$ cat src/rtl/fetch_stage.sv
// Instruction-fetch stage of the 5-stage 16-bit RISC pipeline.
// Boots by loading the 32-bit reset vector from imem, then fetches one
// word per cycle, pairing two-word (immediate) instructions before they
// are handed to decode. Handles stall, flush and redirects from execute
// and memory stages.
// Optional build macro FETCH_INT_LATCH_EN: latch interrupt requests and
// tag them onto the next real instruction instead of sampling them raw.
module fetch_stage #(
    parameter int                     PC_WIDTH       = 32,
    parameter int                     INSTR_WIDTH    = 16,
    parameter logic [PC_WIDTH-1:0]    RESET_VEC_ADDR = '0,
    parameter int                     IMM_BIT        = 15,
    parameter logic [INSTR_WIDTH-1:0] NOP            = '0
) (
    input  logic                   clk,
    input  logic                   reset,
    output logic [PC_WIDTH-1:0]    imem_addr,
    input  logic [INSTR_WIDTH-1:0] imem_data,
    input  logic                   stall,
    input  logic                   flush,
    input  logic                   jump_taken,
    input  logic [PC_WIDTH-1:0]    jump_target,
    input  logic                   pc_choose_memory,
    input  logic [PC_WIDTH-1:0]    mem_pc,
    input  logic                   interrupt_in,
    output logic [INSTR_WIDTH-1:0] instruction_r,
    output logic [INSTR_WIDTH-1:0] immediate_r,
    output logic [PC_WIDTH-1:0]    PC_r,
    output logic                   interrupt_signal_r,
    output logic                   valid_r
);

    localparam logic [1:0] BOOT_HI = 2'd0;
    localparam logic [1:0] BOOT_LO = 2'd1;
    localparam logic [1:0] RUN     = 2'd2;
    localparam logic [1:0] IMM     = 2'd3;

    localparam logic [PC_WIDTH-1:0] ONE = {{(PC_WIDTH-1){1'b0}}, 1'b1};

    logic [1:0]             state;
    logic [PC_WIDTH-1:0]    pc;
    logic [PC_WIDTH-1:0]    pc_inc;
    logic [INSTR_WIDTH-1:0] first_word;
    logic [PC_WIDTH-1:0]    first_pc;
    logic                   running;
    logic                   redirect;
    logic                   advance;

    assign pc_inc   = pc + ONE;
    assign running  = (state == RUN) || (state == IMM);
    assign redirect = pc_choose_memory || jump_taken;
    // A redirect wins over stall, so the stage moves on any redirect cycle.
    assign advance  = running && (redirect || !stall);

    // Fetch address: reset-vector words while booting, the PC afterwards.
    always_comb begin
        imem_addr = pc;
        case (state)
            BOOT_HI: imem_addr = RESET_VEC_ADDR;
            BOOT_LO: imem_addr = RESET_VEC_ADDR + ONE;
            default: imem_addr = pc;
        endcase
    end

    // Boot, PC sequencing, two-word assembly and decode-facing registers.
    always_ff @(posedge clk or negedge reset) begin
        if (!reset) begin
            state         <= BOOT_HI;
            pc            <= '0;
            first_word    <= '0;
            first_pc      <= '0;
            instruction_r <= NOP;
            immediate_r   <= '0;
            PC_r          <= '0;
            valid_r       <= 1'b0;
        end else begin
            case (state)
                BOOT_HI: begin
                    pc[PC_WIDTH-1 -: INSTR_WIDTH] <= imem_data;
                    state                         <= BOOT_LO;
                end
                BOOT_LO: begin
                    pc[INSTR_WIDTH-1:0] <= imem_data;
                    state               <= RUN;
                end
                default: begin
                    if (redirect) begin
                        // Memory-stage redirect (RET/RTI/INT) outranks a branch.
                        pc            <= pc_choose_memory ? mem_pc : jump_target;
                        instruction_r <= NOP;
                        immediate_r   <= '0;
                        valid_r       <= 1'b0;
                        state         <= RUN;
                    end else if (stall) begin
                        // Hold everything.
                    end else if (flush) begin
                        instruction_r <= NOP;
                        valid_r       <= 1'b0;
                        // Squashing an immediate word drops the half-built
                        // pair; refetch from its first word.
                        if (state == IMM) begin
                            pc    <= first_pc;
                            state <= RUN;
                        end
                    end else if (state == IMM) begin
                        instruction_r <= first_word;
                        immediate_r   <= imem_data;
                        PC_r          <= pc_inc;
                        pc            <= pc_inc;
                        valid_r       <= 1'b1;
                        state         <= RUN;
                    end else if (imem_data[IMM_BIT]) begin
                        first_word    <= imem_data;
                        first_pc      <= pc;
                        pc            <= pc_inc;
                        instruction_r <= NOP;
                        valid_r       <= 1'b0;
                        state         <= IMM;
                    end else begin
                        instruction_r <= imem_data;
                        immediate_r   <= '0;
                        PC_r          <= pc_inc;
                        pc            <= pc_inc;
                        valid_r       <= 1'b1;
                    end
                end
            endcase
        end
    end

`ifdef FETCH_INT_LATCH_EN
    logic pending;
    logic emit;

    // A real instruction leaves this cycle: normal one-word fetch or an
    // immediate word completing a pair.
    assign emit = advance && !redirect && !flush &&
                  ((state == IMM) || !imem_data[IMM_BIT]);

    // Remember any request until it can ride on a real instruction.
    always_ff @(posedge clk or negedge reset) begin
        if (!reset) begin
            pending            <= 1'b0;
            interrupt_signal_r <= 1'b0;
        end else begin
            if (interrupt_in) begin
                pending <= 1'b1;
            end else if (emit) begin
                pending <= 1'b0;
            end
            if (advance) begin
                interrupt_signal_r <= emit && pending;
            end
        end
    end
`else
    // Raw sampling: the request follows the pipeline whenever it advances.
    always_ff @(posedge clk or negedge reset) begin
        if (!reset) begin
            interrupt_signal_r <= 1'b0;
        end else if (advance) begin
            interrupt_signal_r <= interrupt_in;
        end
    end
`endif

endmodule

$ cat config.mk
export PLATFORM = sky130hd
export DESIGN_NAME = fetch_stage
export DESIGN_NICKNAME = d
export VERILOG_FILES = /design/src/rtl/fetch_stage.sv
export SDC_FILE = /design/constraint.sdc
export NUM_CORES = 1
export LEC_CHECK = 0
export CORE_UTILIZATION = 51
export CTS_CLUSTER_SIZE = 14
export DETAILED_ROUTE_END_ITERATION = 6
export GPL_ROUTABILITY_DRIVEN = 0
export GPL_TIMING_DRIVEN = 0
export PLACE_DENSITY = 0.81
export SYNTH_ARGS = -nofsm -noshare
export SYNTH_HDL_FRONTEND = slang
export SYNTH_SLANG_ARGS = --single-unit
$ cat constraint.sdc
create_clock -name clk -period 3.3 [get_ports clk]
set_input_delay 0.495 -clock clk [delete_from_list [all_inputs] [get_ports clk]]
set_output_delay 0.495 -clock clk [all_outputs]
set_load 0.02 [all_outputs]
==> results.tsv <==
stage	metric	value	unit
run_status	status	finished clean	
clocking	clock_sinks	148	
floorplan	die.size.y	125.7	um
logic_synthesis	syn_avg_cell_area	9.518	um2
logic_synthesis	synth.top_cells.by_count	dfrtp_1, nand2_1, o21ai_0, clkbuf_1, nor2_1	
sta	max_freq	308.1	MHz
pwr	intPower	0.003984	W
logic_synthesis	ys.warnings.count	0	
flow_run	warnings	30	
min_path	hold_path.class	input port to async pin	
pwr	combPwrFrac	0.241	
critical_path	critical_path_class	register to primary output	
logic_synthesis	netlist.area_leader.share	0.4745	
floorplan	fp-row-count	44	
grt	grt_pass1_vias	7540	
critical_path	cp-start-kind	register	
clocking	h-tree-depth	4	
route	drc	0	
route	postRouteAntennaNets	0	
pwr	netSwitchingFraction	0.2969	
clocking	ctsHoldBuffers	0	
sta	finalSetupViolCount	0	
sta	hold_viol	0	
critical_path	reg2reg_from	state[1]	
route	routed_via_density	6.322	
critical_path	crit_chain	clkinvlp_4 > buf_4 > ha_1 > clkbuf_1 > clkinv_2 > and3_1 > clkdlybuf4s50_1	
route	dr.pass1.iters	6	
route	drtIter0Drc	1131	
floorplan	coreArea	14750	um2
logic_synthesis	ys_seq_frac	0.4745	
grt	grt_util_all_layers	0.3549	
finish	drive_above_1_share	0.09469	
logic_synthesis	netlist_instances	820	
critical_path	crit_slowest_cell	clkdlybuf4s50_1	
sta	rsz0062_at_grt	false	
logic_synthesis	synth-edff-count	0	
logic_synthesis	ff_type	dfrtp_1	
finish	fin_nets	1115	
placement	dp_slack	-0.8089	ns
pwr	power_frac_seq	0.405	
critical_path	critPathCaptureType	primary output	
clocking	clk_latency	0.43	ns
critical_path	critPathMaxStageDelay	0.54	ns
route	routed_wl	26980	um
critical_path	worstPathRequired	2.80	ns
logic_synthesis	top_cell	dfrtp_1	
[cells in the final DEF (no fill, tap or decap), drive strengths merged, types with 16 or more instances in the layout]
cell type	n
a22o	16
nand2	102
dfrtp	148
o21ai	95
mux2i	19
buf	16
xnor2	19
nor2	49
a21oi	22
nand3	19
clkbuf	72
clkdlybuf4s50	183
and2	28
nor3	17
mux2	46
[routing by layer]
metal	GRT usage	up-vias	part of all wire	wire length, um
li1	-	3364	-	-
met1	0.4680	3705	0.39	10430
met2	0.5408	538	0.45	12130
met3	0.08071	100	0.11	3030
met4	0.2037	0	0.051	1383
met5	0	-	0	0
[worst paths after layout]
kind                       slack [ns]       endpoint  cells after the start
max in group asynchronous        2.38       state[1]                      2
min reg2reg                      0.48       PC_r[16]                      2
min in group clk                 0.48       PC_r[16]                      2
max reg2reg                      0.28       PC_r[23]                     11
max                              0.05  imem_addr[31]                      7
min                              0.14  first_word[8]                      1
[final cells by class]
cell class	count	area, um2
Timing Repair Buffer	187	1886
Fill cell	1112	4215
Clock buffer	19	452.9
Buffer	65	254.0
Inverter	16	78.83
Clock inverter	13	155.1
Multi-Input combinational cell	587	3777
Sequential cell	148	3705
Tap cell	184	230.2
[sequential cells by signal, indices dropped and copies added, names as in the netlist]
register	count
PC_r	32
first_pc	32
instruction_r	16
interrupt_signal_r	1
valid_r	1
state	2
pc	32
immediate_r	16
first_word	16
[power groups by stage]
stage          combinational, W  sequential, W  clock (W)
2_1_floorplan          0.000603        0.00240          0
3_3_place_gp            0.00132        0.00231          0
3_5_place_dp            0.00134        0.00232          0
4_1_cts                 0.00136        0.00229    0.00201
5_1_grt                 0.00146        0.00233    0.00210
6_report                0.00137        0.00230    0.00200
[stage by stage]
| stage | cell area, um2 | hold slack, ns | total power [W] | utilization | TNS, ns |
|---|---|---|---|---|---|
| 2_1_floorplan | 7805 | 0.1994 | 0.002998 | - | 0 |
| 3_3_place_gp | 9877 | 0.4501 | 0.003621 | 0.6694 | -650.21 |
| 3_5_place_dp | 9906 | 0.4700 | 0.003660 | 0.6714 | -6.453 |
| 4_1_cts | 10540 | 0.1719 | 0.005655 | 0.7143 | 0 |
| 5_1_grt | 10540 | 0.2091 | 0.005892 | 0.7143 | 0 |
| 6_report | 10540 | 0.1428 | 0.005666 | 0.7143 | 0 |
[cell families after synthesis]
| logic type | after synthesis | synth area share |
|---|---|---|
| and+or+nand+nor | 271 | 0.1690 |
| muxes | 65 | 0.09073 |
| AOI/OAI and AO/OA | 215 | 0.1803 |
| DFF | 148 | 0.4745 |
| buffers and inverters | 85 | 0.04216 |
| xor gates and xnor gates | 30 | 0.03366 |
| adders and majority gates | 6 | 0.009618 |
[timing repair]
| action | CTS | global route |
|---|---|---|
| setup endpoints to repair | 23 | 2 |
| gates resized | 6 | 1 |
| buffers inserted | 2 | 0 |
[critical path, delay by kind of cell, from the launching register on]
kind,cells,cell delay (ns)
flops,1,0.43
buf+inv,5,1.40
fa+ha+maj,1,0.18
simple gates,1,0.30
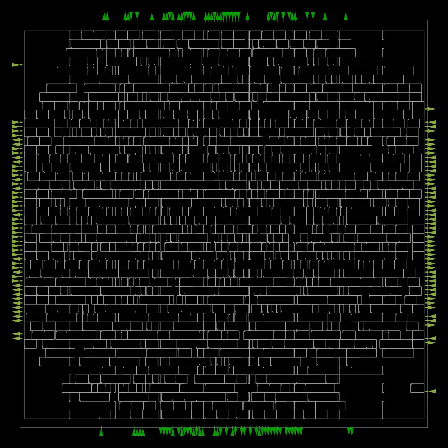
**Above:** placed standard cells.
tap cells: 184
Final Instance Count excl. Fillers: 1219

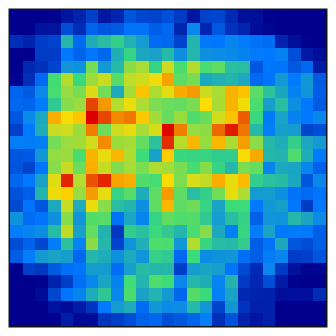
**Above:** wiring heat map.
The die is cut into 25 by 25 equal tiles; dark blue is low, red is high, scaled to the fullest tile. Values are wire area over tile area, all layers added.
- nearly empty tiles: 7.8%
- fullest tile: 0.82
- emptiest ninth of the die: lower right
- tiles over half the peak: 29%
wire per inst: 22.13 um
routed vias: 7707

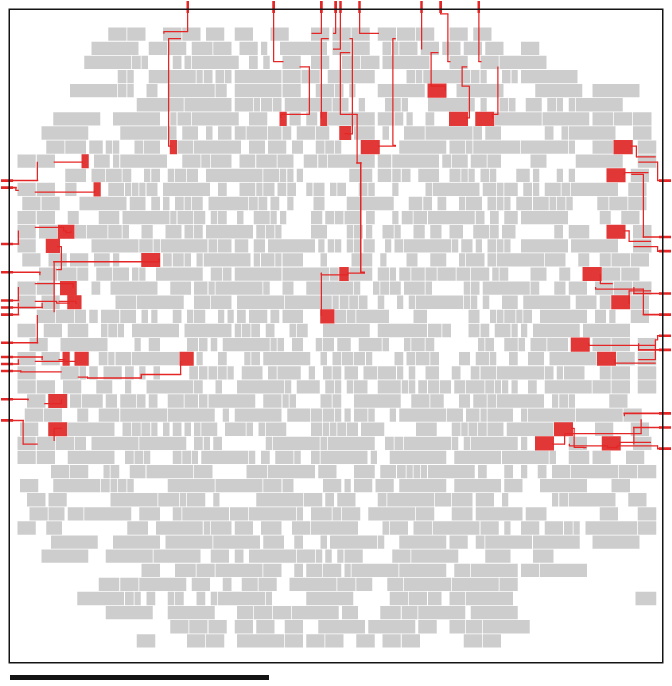
**Above:** I/O nets highlighted.
Scale bar: 50 um.
- red: `mem_pc` (bits 32; direction input; edge 13 left, 10 right, 9 top; end cells 33; buffers 32; wire 665 um)
PortBufs: 184
io pins: 185

Power and IR drop assume default switching activity.
